`config.mk`:
```
export PLATFORM = sky130hd
export DESIGN_NAME = dma_wr_arb
export DESIGN_NICKNAME = d
export VERILOG_FILES = /design/src/rtl/dma_wr_arb.sv
export SDC_FILE = /design/constraint.sdc
export NUM_CORES = 1
export LEC_CHECK = 0
export CORE_AREA = 2 2 212 214
export CTS_CLUSTER_SIZE = 12
export DETAILED_ROUTE_END_ITERATION = 7
export DIE_AREA = 0 0 214 216
export HOLD_SLACK_MARGIN = 0.1
export PLACE_DENSITY = 0.43
export SKIP_CTS_REPAIR_TIMING = 1
export SYNTH_ARGS = -nofsm -noshare
export SYNTH_HDL_FRONTEND = slang
export SYNTH_SLANG_ARGS = --single-unit
export TNS_END_PERCENT = 100
```
`constraint.sdc`:
```
create_clock -name CLK -period 1.9 [get_ports CLK]
set_input_delay 0.38 -clock CLK [delete_from_list [all_inputs] [get_ports CLK]]
set_output_delay 0.38 -clock CLK [all_outputs]
set_load 0.005 [all_outputs]
```
`src/rtl/dma_wr_arb.sv`:
```
// Two-channel arbiter sharing one DMA write port between two frame-line write channels.
// Define DMA_WR_ARB_RR_EN for round-robin arbitration; otherwise channel 0 has fixed priority.
module dma_wr_arb #(
    parameter int unsigned AXI_ADDR_WIDTH = 32,
    parameter int unsigned AXI_DATA_WIDTH = 128
) (
    input  logic                        CLK,
    input  logic                        RESETN,
    input  logic [2*AXI_ADDR_WIDTH-1:0] s_dma_waddr,
    input  logic [1:0]                  s_dma_wareq,
    input  logic [31:0]                 s_dma_wsize,
    output logic [1:0]                  s_dma_wbusy,
    input  logic [2*AXI_DATA_WIDTH-1:0] s_dma_wdata,
    output logic [1:0]                  s_dma_wvalid,
    input  logic [1:0]                  s_dma_wready,
    output logic [AXI_ADDR_WIDTH-1:0]   dma_waddr,
    output logic                        dma_wareq,
    output logic [15:0]                 dma_wsize,
    input  logic                        dma_wbusy,
    output logic [AXI_DATA_WIDTH-1:0]   dma_wdata,
    input  logic                        dma_wvalid,
    output logic                        dma_wready,
    output logic                        arb_grant,
    output logic                        arb_active
);

    localparam int unsigned AW = AXI_ADDR_WIDTH;
    localparam int unsigned DW = AXI_DATA_WIDTH;
    localparam int unsigned SW = 16;

    typedef enum logic [1:0] {
        IDLE = 2'd0,
        REQ  = 2'd1,
        XFER = 2'd2,
        DONE = 2'd3
    } state_e;

    state_e          state_q, state_d;
    logic            grant_q, grant_d;
    logic [AW-1:0]   addr_q, addr_d;
    logic [SW-1:0]   size_q, size_d;
    logic            winner_c;
    logic            xfer_c;
    logic [1:0]      grant_oh_c;

    always_comb begin
`ifdef DMA_WR_ARB_RR_EN
        // Contention goes to the channel that did not win last; a sole requester always wins.
        winner_c = (s_dma_wareq == 2'b11) ? ~grant_q : s_dma_wareq[1];
`else
        winner_c = ~s_dma_wareq[0];
`endif
    end

    always_comb begin
        state_d = state_q;
        grant_d = grant_q;
        addr_d  = addr_q;
        size_d  = size_q;
        case (state_q)
            IDLE: begin
                if (|s_dma_wareq) begin
                    state_d = REQ;
                    grant_d = winner_c;
                    addr_d  = winner_c ? s_dma_waddr[2*AW-1:AW] : s_dma_waddr[AW-1:0];
                    size_d  = winner_c ? s_dma_wsize[2*SW-1:SW] : s_dma_wsize[SW-1:0];
                end
            end
            REQ:     if (dma_wbusy)  state_d = XFER;
            XFER:    if (!dma_wbusy) state_d = DONE;
            // One idle-bound cycle so the released requester has dropped its request.
            DONE:    state_d = IDLE;
            default: state_d = IDLE;
        endcase
    end

    always_ff @(posedge CLK or negedge RESETN) begin
        if (!RESETN) begin
            state_q <= IDLE;
            grant_q <= 1'b1;
            addr_q  <= '0;
            size_q  <= '0;
        end else begin
            state_q <= state_d;
            grant_q <= grant_d;
            addr_q  <= addr_d;
            size_q  <= size_d;
        end
    end

    // Decode and data routing follow the registered state and grant.
    assign xfer_c       = (state_q == XFER);
    assign grant_oh_c   = grant_q ? 2'b10 : 2'b01;
    assign arb_active   = (state_q != IDLE);
    assign arb_grant    = grant_q;
    assign dma_wareq    = (state_q == REQ);
    assign dma_waddr    = addr_q;
    assign dma_wsize    = size_q;
    assign s_dma_wbusy  = arb_active ? grant_oh_c : 2'b00;
    assign dma_wdata    = xfer_c ? (grant_q ? s_dma_wdata[2*DW-1:DW] : s_dma_wdata[DW-1:0]) : '0;
    assign dma_wready   = xfer_c & s_dma_wready[grant_q];
    assign s_dma_wvalid = (xfer_c & dma_wvalid) ? grant_oh_c : 2'b00;

endmodule

```
### Sequential cells grouped by signal name, run 1

Other sequential cells in the stronger gray, the rest of the logic in the fainter gray.
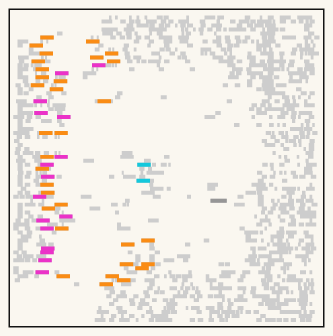
dma_wsize -> magenta  # placed flops 16
dma_waddr -> orange  # placed flops 32
state_q -> cyan  # placed flops 2

### Placement density heat map, run 1

The die is cut into 21 by 22 equal tiles; white is low, dark blue is high, 0 to 100% covered.
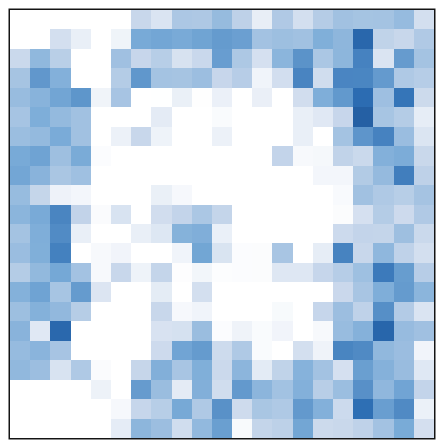
emptiest ninth of the die = center
tiles over 75% full = 1.1%
fullest tile = 81%
nearly empty tiles = 28%
mean over tiles = 24%

### The metal 2 layer, run 1

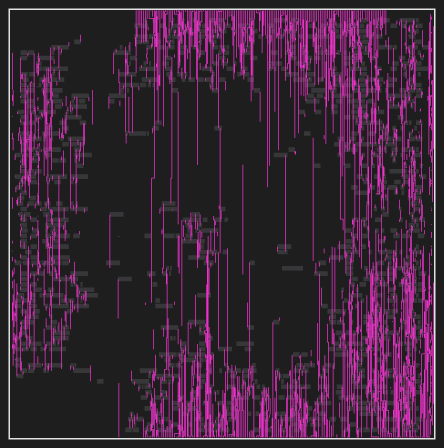
wire length on this layer = 16900 um
share of all routed wire = 51%
main direction = vertical
nets with wire on the layer = 1257

==> run_summary.xml, run 1 <==
<?xml version="1.0" encoding="UTF-8"?>
<metrics>
  <group name="synth">
    <metric name="yosysChipArea" unit="mm2">0.004717</metric>
    <metric name="mean_instance_size_in_the_synthesized_netlist" unit="um2">9.106</metric>
    <metric name="synth-seq-area-share" unit="%">27.08</metric>
    <metric name="synth-edff-count" unit="">0</metric>
    <metric name="ys.flops" unit="">51</metric>
    <metric name="synthCells" unit="">518</metric>
    <metric name="synth_cell_types" unit="">20</metric>
    <metric name="synth.most_common_cell" unit="">sky130_fd_sc_hd__mux2i_1</metric>
    <metric name="synth-cells-yosys" unit="">518</metric>
    <metric name="netlist_top_cells_area" unit="">sky130_fd_sc_hd__mux2i_1 (38%), sky130_fd_sc_hd__dfrtp_1 (27%), sky130_fd_sc_hd__nor2b_1 (17%), sky130_fd_sc_hd__o21ai_0 (5.1%), sky130_fd_sc_hd__nand2_1 (4.0%)</metric>
    <metric name="netlist.area_leader.share" unit="%">37.56</metric>
    <metric name="largest_area_cell" unit="">sky130_fd_sc_hd__mux2i_1</metric>
    <metric name="asyncSetResetFlopFracSynth" unit="%">100.0</metric>
  </group>
  <group name="power_and_ir_drop">
    <metric name="power_sequential" unit="mW">1.94</metric>
    <metric name="power_report.internal_total" unit="mW">8.671</metric>
    <metric name="vdd_drop_max" unit="uV">348.5</metric>
    <metric name="clock_power_share" unit="%">6.9</metric>
    <metric name="power.clock.total" unit="mW">0.943</metric>
    <metric name="swShare" unit="%">36.52</metric>
    <metric name="power_frac_seq" unit="%">14.2</metric>
    <metric name="pg_comb" unit="mW">10.8</metric>
  </group>
  <group name="hold_path">
    <metric name="hold_path_startpoint" unit="">dma_wsize[1]</metric>
    <metric name="hold_depth" unit="">2</metric>
  </group>
  <group name="setup_path">
    <metric name="critical_path.max_fanout" unit="">7</metric>
    <metric name="timing.reg2reg.worst_path_depth" unit="">6</metric>
    <metric name="critPathSlowestCell" unit="">sky130_fd_sc_hd__dfstp_4</metric>
    <metric name="worstPathArrival" unit="ns">1.90</metric>
    <metric name="critical_path.endpoint_type" unit="">output port</metric>
    <metric name="launch_point_of_the_worst_path" unit="">arb_grant</metric>
    <metric name="path_common_cell" unit="">sky130_fd_sc_hd__buf_6</metric>
    <metric name="worst-endpoint-required" unit="ns">1.52</metric>
  </group>
  <group name="timing">
    <metric name="whs" unit="ns">0.4758</metric>
    <metric name="final_hold_viol_count" unit="">0</metric>
    <metric name="min_period_over_period" unit="%">119.8</metric>
    <metric name="finalWorstSetupSlack" unit="ns">-0.3760</metric>
    <metric name="max_clock_freq" unit="MHz">439.4</metric>
    <metric name="final_period_minus_worst_setup_slack" unit="ns">2.276</metric>
    <metric name="setup_viol_count_final" unit="">129</metric>
    <metric name="maxSlewHeadroom" unit="%">69.80</metric>
    <metric name="rsz0062_at_grt" unit="">yes</metric>
  </group>
  <group name="detailed_routing">
    <metric name="post_drt_via_cell_ratio" unit="">3.515</metric>
    <metric name="drt-initial-drc-count" unit="">133</metric>
    <metric name="route.vias.total" unit="">6095</metric>
    <metric name="wirelength" unit="um">33470</metric>
  </group>
  <group name="layout">
    <metric name="final.fill_count" unit="">4721</metric>
    <metric name="core_occupancy_in_the_finished_layout" unit="%">27.11</metric>
    <metric name="dominant_logic_cell_types_in_the_final_layout" unit="">sky130_fd_sc_hd__clkdlybuf4s50_1 (405), sky130_fd_sc_hd__mux2i_1 (157), sky130_fd_sc_hd__nor2b_1 (125)</metric>
    <metric name="number_of_nets_in_the_layout" unit="">1502</metric>
    <metric name="final_design_area_no_fill" unit="mm2">0.01188</metric>
    <metric name="layout_top_cell" unit="">sky130_fd_sc_hd__clkdlybuf4s50_1</metric>
  </group>
  <group name="floorplanning">
    <metric name="fp-row-count" unit="">77</metric>
    <metric name="die_width" unit="um">214</metric>
    <metric name="io_pins" unit="">544</metric>
    <metric name="floorplan.core_util" unit="%">10.76</metric>
    <metric name="die_h" unit="um">216</metric>
  </group>
  <group name="placement">
    <metric name="dp_worst_setup_slack" unit="ns">-0.4115</metric>
    <metric name="dpl.cell_count" unit="">1653</metric>
    <metric name="port_buffers" unit="">543</metric>
    <metric name="weighted_congestion_reported_at_the_end_of_routability_driven_placement" unit="">0.9386</metric>
    <metric name="placed_area" unit="mm2">0.01115</metric>
  </group>
  <group name="clock_tree">
    <metric name="cts_root_buf" unit="">sky130_fd_sc_hd__clkbuf_16</metric>
    <metric name="clk_pin_slew" unit="ns">0.08</metric>
  </group>
  <group name="global_routing">
    <metric name="number_of_global_route_vias_before_repair" unit="">6017</metric>
    <metric name="grt_busiest_layer" unit="">met2</metric>
    <metric name="grt.overflow.total" unit="">0</metric>
    <metric name="antenna_found_initial" unit="">10</metric>
  </group>
  <group name="status">
    <metric name="violations_in_the_final_reports" unit="">setup timing</metric>
    <metric name="status" unit="">finished with violations</metric>
  </group>
  <group name="run">
    <metric name="log.warning_count" unit="">30</metric>
  </group>
</metrics>
## run 1: routing by layer
metal | share of wire, % | wire [um] | vias up
li1 | - | - | 3003
met3 | 7.8 | 2600 | 23
met4 | 1.2 | 393 | 2
met2 | 51 | 16940 | 301
met5 | 0.036 | 12 | -
met1 | 40 | 13530 | 2766
## run 1: per-stage QoR
| step | setup TNS, ns | power (mW) |
|---|---|---|
| 2_1_floorplan | 0 | 5.637 |
| 3_3_place_gp | -27.26 | 11.12 |
| 3_5_place_dp | -28.85 | 11.12 |
| 4_1_cts | -77.67 | 12.15 |
| 5_1_grt | -42.32 | 14.65 |
| 6_report | -32.40 | 13.66 |
## run 1: final cells by class
type | instances | area, um2 | share of cell area, %
multi-input combinational | 419 | 3371 | 28.36
clock inverter | 2 | 16.27 | 0.1369
timing repair buffer | 658 | 6327 | 53.24
inverter | 3 | 11.26 | 0.09476
sequential | 51 | 1281 | 10.78
antenna | 3 | 7.507 | 0.06317
clock buffer | 6 | 128.9 | 1.084
tap | 592 | 740.7 | 6.233
## run 1: sequential cells by signal, indices dropped and copies added, names as in the netlist
register,cells
dma_waddr,32
arb_grant,1
dma_wsize,16
state_q,2
## run 1: cells by family after synthesis
family                     Yosys count  synth area share (%)
DFF                                 51                 27.08
buffers and inverters               48                 6.366
AOI/OAI and AO/OA                   52                 5.862
and+or+nand+nor                    184                 21.59
muxes                              179                 38.04
adders and majority gates            4                 1.061
## run 1: path summary, 6_finish.rpt
path	slack [ns]	end
worst max-delay path	-0.38	dma_wdata[8]
worst min-delay path	0.48	dma_wsize[1]
worst max register to register	0.17	state_q[1]
worst min register to register	0.48	dma_wsize[1]
max in group asynchronous	0.82	arb_grant
min in group asynchronous	0.56	dma_waddr[4]
==> inputs of run 2 (changes only) <==
Settings changed: SLEW_MARGIN set to 15.
### Cell placement, run 2

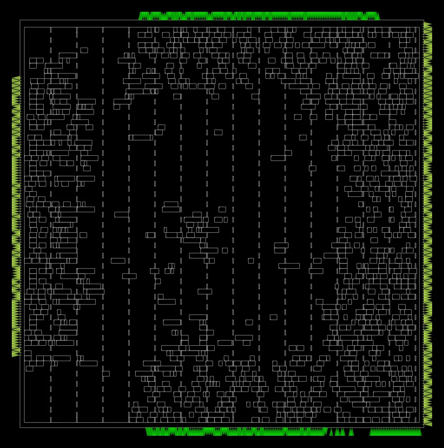
Fill cells: 4721
flop count: 51
core occupancy in the finished layout: 27.11%
core box area: 0.04384 mm2

==> run 2 against run 1 <==
The flow still finishes with violations (setup timing). Synthesized cell count stayed put. Worst hold slack unchanged. Count of clock-buffer cells in the layout unchanged. First-iteration DRC count is the same. Sequential power is essentially flat. Critical endpoint unchanged. Largest cell class unchanged. Highest routed layer unchanged.
==> run_summary.xml, run 2 <==
<?xml version="1.0" encoding="UTF-8"?>
<metrics>
  <group name="timing">
    <metric name="tightestPinTransition" unit="ns">0.4530</metric>
    <metric name="max_clock_freq" unit="MHz">439.4</metric>
    <metric name="rsz0062_at_grt" unit="">yes</metric>
    <metric name="total_negative_slack" unit="ns">-32.40</metric>
    <metric name="drv_slew" unit="">0</metric>
    <metric name="setup_viol_count_final" unit="">129</metric>
    <metric name="final_hold_viol_count" unit="">0</metric>
    <metric name="worst_clk_skew" unit="ns">0.009517</metric>
    <metric name="finalWorstSetupSlack" unit="ns">-0.3760</metric>
    <metric name="min_period_over_period" unit="%">119.8</metric>
    <metric name="maxSlewHeadroom" unit="%">69.80</metric>
    <metric name="whs" unit="ns">0.4758</metric>
    <metric name="final_period_minus_worst_setup_slack" unit="ns">2.276</metric>
  </group>
  <group name="global_routing">
    <metric name="globalRouteMet3Util" unit="%">4.693</metric>
    <metric name="track_usage" unit="%">12.97</metric>
    <metric name="antenna_found_initial" unit="">10</metric>
    <metric name="grt_busiest_layer" unit="">met2</metric>
    <metric name="grt_start_max_net_pins" unit="">46</metric>
    <metric name="grt_use_met1" unit="%">14.59</metric>
    <metric name="grt_pass1_wl" unit="um">43950</metric>
    <metric name="grt_util_met2" unit="%">23.48</metric>
    <metric name="number_of_global_route_vias_before_repair" unit="">6017</metric>
    <metric name="grt.overflow.total" unit="">0</metric>
  </group>
  <group name="clock_tree">
    <metric name="cts_root_buf" unit="">sky130_fd_sc_hd__clkbuf_16</metric>
    <metric name="tritoncts_clock_tree" unit="">built</metric>
    <metric name="htree_num_levels" unit="">2</metric>
    <metric name="number_of_sinks_driven_by_the_clock_tree" unit="">51</metric>
    <metric name="clock_path_buffers" unit="">2</metric>
    <metric name="clk_pin_slew" unit="ns">0.08</metric>
    <metric name="clkLatencyLatePin" unit="ns">0.31</metric>
    <metric name="numCtsBuffers" unit="">5</metric>
  </group>
  <group name="setup_path">
    <metric name="crit_path_start_kind" unit="">register</metric>
    <metric name="timing.reg2reg.worst_path_depth" unit="">6</metric>
    <metric name="worstPathArrival" unit="ns">1.90</metric>
    <metric name="critical_path.endpoint_type" unit="">output port</metric>
    <metric name="worst-endpoint-required" unit="ns">1.52</metric>
    <metric name="class_of_the_most_critical_setup_path" unit="">register to output port</metric>
    <metric name="critical_path.max_fanout" unit="">7</metric>
  </group>
  <group name="floorplanning">
    <metric name="fp-row-count" unit="">77</metric>
    <metric name="io_pins" unit="">544</metric>
    <metric name="die_width" unit="um">214</metric>
    <metric name="floorplan.core_util" unit="%">10.76</metric>
    <metric name="chipArea" unit="mm2">0.04622</metric>
    <metric name="die_h" unit="um">216</metric>
  </group>
  <group name="power_and_ir_drop">
    <metric name="power_leakage" unit="nW">5.183</metric>
    <metric name="pg_comb" unit="mW">10.8</metric>
    <metric name="report.power.total" unit="mW">13.66</metric>
    <metric name="vdd_drop_max" unit="uV">348.5</metric>
    <metric name="top_power_group" unit="">combinational cells</metric>
    <metric name="clock_power_share" unit="%">6.9</metric>
    <metric name="swShare" unit="%">36.52</metric>
    <metric name="p_sw" unit="mW">4.987</metric>
    <metric name="power_frac_seq" unit="%">14.2</metric>
    <metric name="power_density" unit="mW/mm2">1149</metric>
    <metric name="power_report.internal_total" unit="mW">8.671</metric>
    <metric name="comb_power_share" unit="%">78.9</metric>
    <metric name="power_sequential" unit="mW">1.94</metric>
    <metric name="power.clock.total" unit="mW">0.943</metric>
  </group>
  <group name="run">
    <metric name="max_capacitance_violation_total" unit="">0</metric>
    <metric name="log.warning_count" unit="">30</metric>
  </group>
  <group name="synth">
    <metric name="mean_instance_size_in_the_synthesized_netlist" unit="um2">9.106</metric>
    <metric name="synth_cell_types" unit="">20</metric>
    <metric name="asyncSetResetFlopFracSynth" unit="%">100.0</metric>
    <metric name="synth-cells-yosys" unit="">518</metric>
    <metric name="netlist_top_cells_area" unit="">sky130_fd_sc_hd__mux2i_1 (38%), sky130_fd_sc_hd__dfrtp_1 (27%), sky130_fd_sc_hd__nor2b_1 (17%), sky130_fd_sc_hd__o21ai_0 (5.1%), sky130_fd_sc_hd__nand2_1 (4.0%)</metric>
    <metric name="largest_area_cell" unit="">sky130_fd_sc_hd__mux2i_1</metric>
    <metric name="synth-edff-count" unit="">0</metric>
    <metric name="synthCells" unit="">518</metric>
    <metric name="ys.flop_type" unit="">sky130_fd_sc_hd__dfrtp_1</metric>
    <metric name="yosysChipArea" unit="mm2">0.004717</metric>
    <metric name="synth-seq-area-share" unit="%">27.08</metric>
    <metric name="mapped_nets" unit="">882</metric>
    <metric name="netlist.area_leader.share" unit="%">37.56</metric>
    <metric name="yosysWarningCount" unit="">0</metric>
    <metric name="synthTopCellsByCount" unit="">sky130_fd_sc_hd__mux2i_1 (177), sky130_fd_sc_hd__nor2b_1 (130), sky130_fd_sc_hd__dfrtp_1 (50), sky130_fd_sc_hd__nand2_1 (50), sky130_fd_sc_hd__o21ai_0 (48)</metric>
    <metric name="synth.most_common_cell" unit="">sky130_fd_sc_hd__mux2i_1</metric>
    <metric name="syn_area" unit="mm2">0.004717</metric>
    <metric name="ys.flops" unit="">51</metric>
  </group>
  <group name="layout">
    <metric name="final_design_area_no_fill" unit="mm2">0.01188</metric>
    <metric name="area.growth.synth_to_final" unit="%">151.9</metric>
    <metric name="largest_register_ffs" unit="">32</metric>
    <metric name="layout_top_cell" unit="">sky130_fd_sc_hd__clkdlybuf4s50_1</metric>
    <metric name="dominant_logic_cell_types_in_the_final_layout" unit="">sky130_fd_sc_hd__clkdlybuf4s50_1 (405), sky130_fd_sc_hd__mux2i_1 (157), sky130_fd_sc_hd__nor2b_1 (125)</metric>
    <metric name="layout-drive-gt1-share" unit="%">25.46</metric>
    <metric name="number_of_nets_in_the_layout" unit="">1502</metric>
    <metric name="final_cells" unit="">1734</metric>
  </group>
  <group name="placement">
    <metric name="weighted_congestion_reported_at_the_end_of_routability_driven_placement" unit="">0.9386</metric>
    <metric name="placed_area" unit="mm2">0.01115</metric>
    <metric name="place_hpwl" unit="um">27370</metric>
    <metric name="port_buffers" unit="">543</metric>
    <metric name="dp_worst_setup_slack" unit="ns">-0.4115</metric>
    <metric name="dpl.cell_count" unit="">1653</metric>
  </group>
  <group name="detailed_routing">
    <metric name="drt-initial-drc-count" unit="">133</metric>
    <metric name="route.layer.met1.wl" unit="um">13530</metric>
    <metric name="top_layer_used" unit="">met5</metric>
    <metric name="route.vias.total" unit="">6095</metric>
    <metric name="wirelength" unit="um">33470</metric>
    <metric name="post_drt_via_cell_ratio" unit="">3.515</metric>
    <metric name="length_of_the_first_detailed_routing_pass_in_iterations" unit="">4</metric>
    <metric name="wl_met2" unit="um">16940</metric>
    <metric name="wl_met3" unit="um">2600</metric>
    <metric name="routedWlPerCell" unit="um">19.30</metric>
    <metric name="remaining_drc_errors" unit="">0</metric>
    <metric name="final_antenna_net_count" unit="">0</metric>
  </group>
  <group name="hold_path">
    <metric name="worst_hold_path_type" unit="">register to register</metric>
    <metric name="hold_depth" unit="">2</metric>
  </group>
  <group name="status">
    <metric name="status" unit="">finished with violations</metric>
    <metric name="violations_in_the_final_reports" unit="">setup timing</metric>
  </group>
</metrics>
## run 2: cell counts after synthesis
Identical to the previous run, type by type.
## run 2: cell type report
| cell class | instances | area (um2) |
|---|---|---|
| Antenna cell | 3 | 7.507 |
| Clock buffer | 6 | 128.9 |
| Multi-Input combinational cell | 419 | 3371 |
| Inverter | 3 | 11.26 |
| Fill cell | 4721 | 31950 |
| Clock inverter | 2 | 16.27 |
| Sequential cell | 51 | 1281 |
| Tap cell | 592 | 740.7 |
| Timing Repair Buffer | 658 | 6327 |
## run 2: path summary, 6_finish.rpt
path                              start      endpoint  slack [ns]
min in group asynchronous        RESETN  dma_waddr[4]        0.56
setup reg to reg             state_q[1]    state_q[1]        0.17
hold / removal             dma_wsize[1]  dma_wsize[1]        0.48
hold reg to reg            dma_wsize[1]  dma_wsize[1]        0.48
setup / recovery              arb_grant  dma_wdata[8]       -0.38
max in group asynchronous        RESETN     arb_grant        0.82
## run 2: critical path: stages, from the launching register on
cell                        delay [ns]
sky130_fd_sc_hd__dfstp_4          0.67
sky130_fd_sc_hd__buf_6            0.11
sky130_fd_sc_hd__buf_6            0.09
sky130_fd_sc_hd__clkbuf_16        0.16
sky130_fd_sc_hd__buf_4            0.12
sky130_fd_sc_hd__mux2i_2          0.23
sky130_fd_sc_hd__nor2b_1          0.08
sky130_fd_sc_hd__clkbuf_2         0.12
## run 2: logic make-up (layout without fill, tap and decap cells)
group / after synthesis / in the layout / synth area share (%)
AND-OR/OR-AND: 52 / 52 / 5.862
adder cells (fa/ha/maj): 4 / 4 / 1.061
buffers and inverters: 48 / 669 / 6.366
flip-flops: 51 / 51 / 27.08
multiplexers: 179 / 179 / 38.04
other: 0 / 3 / 0
AND/OR/NAND/NOR: 184 / 184 / 21.59
No activity file was given, so power comes from the tool's default toggle rates.
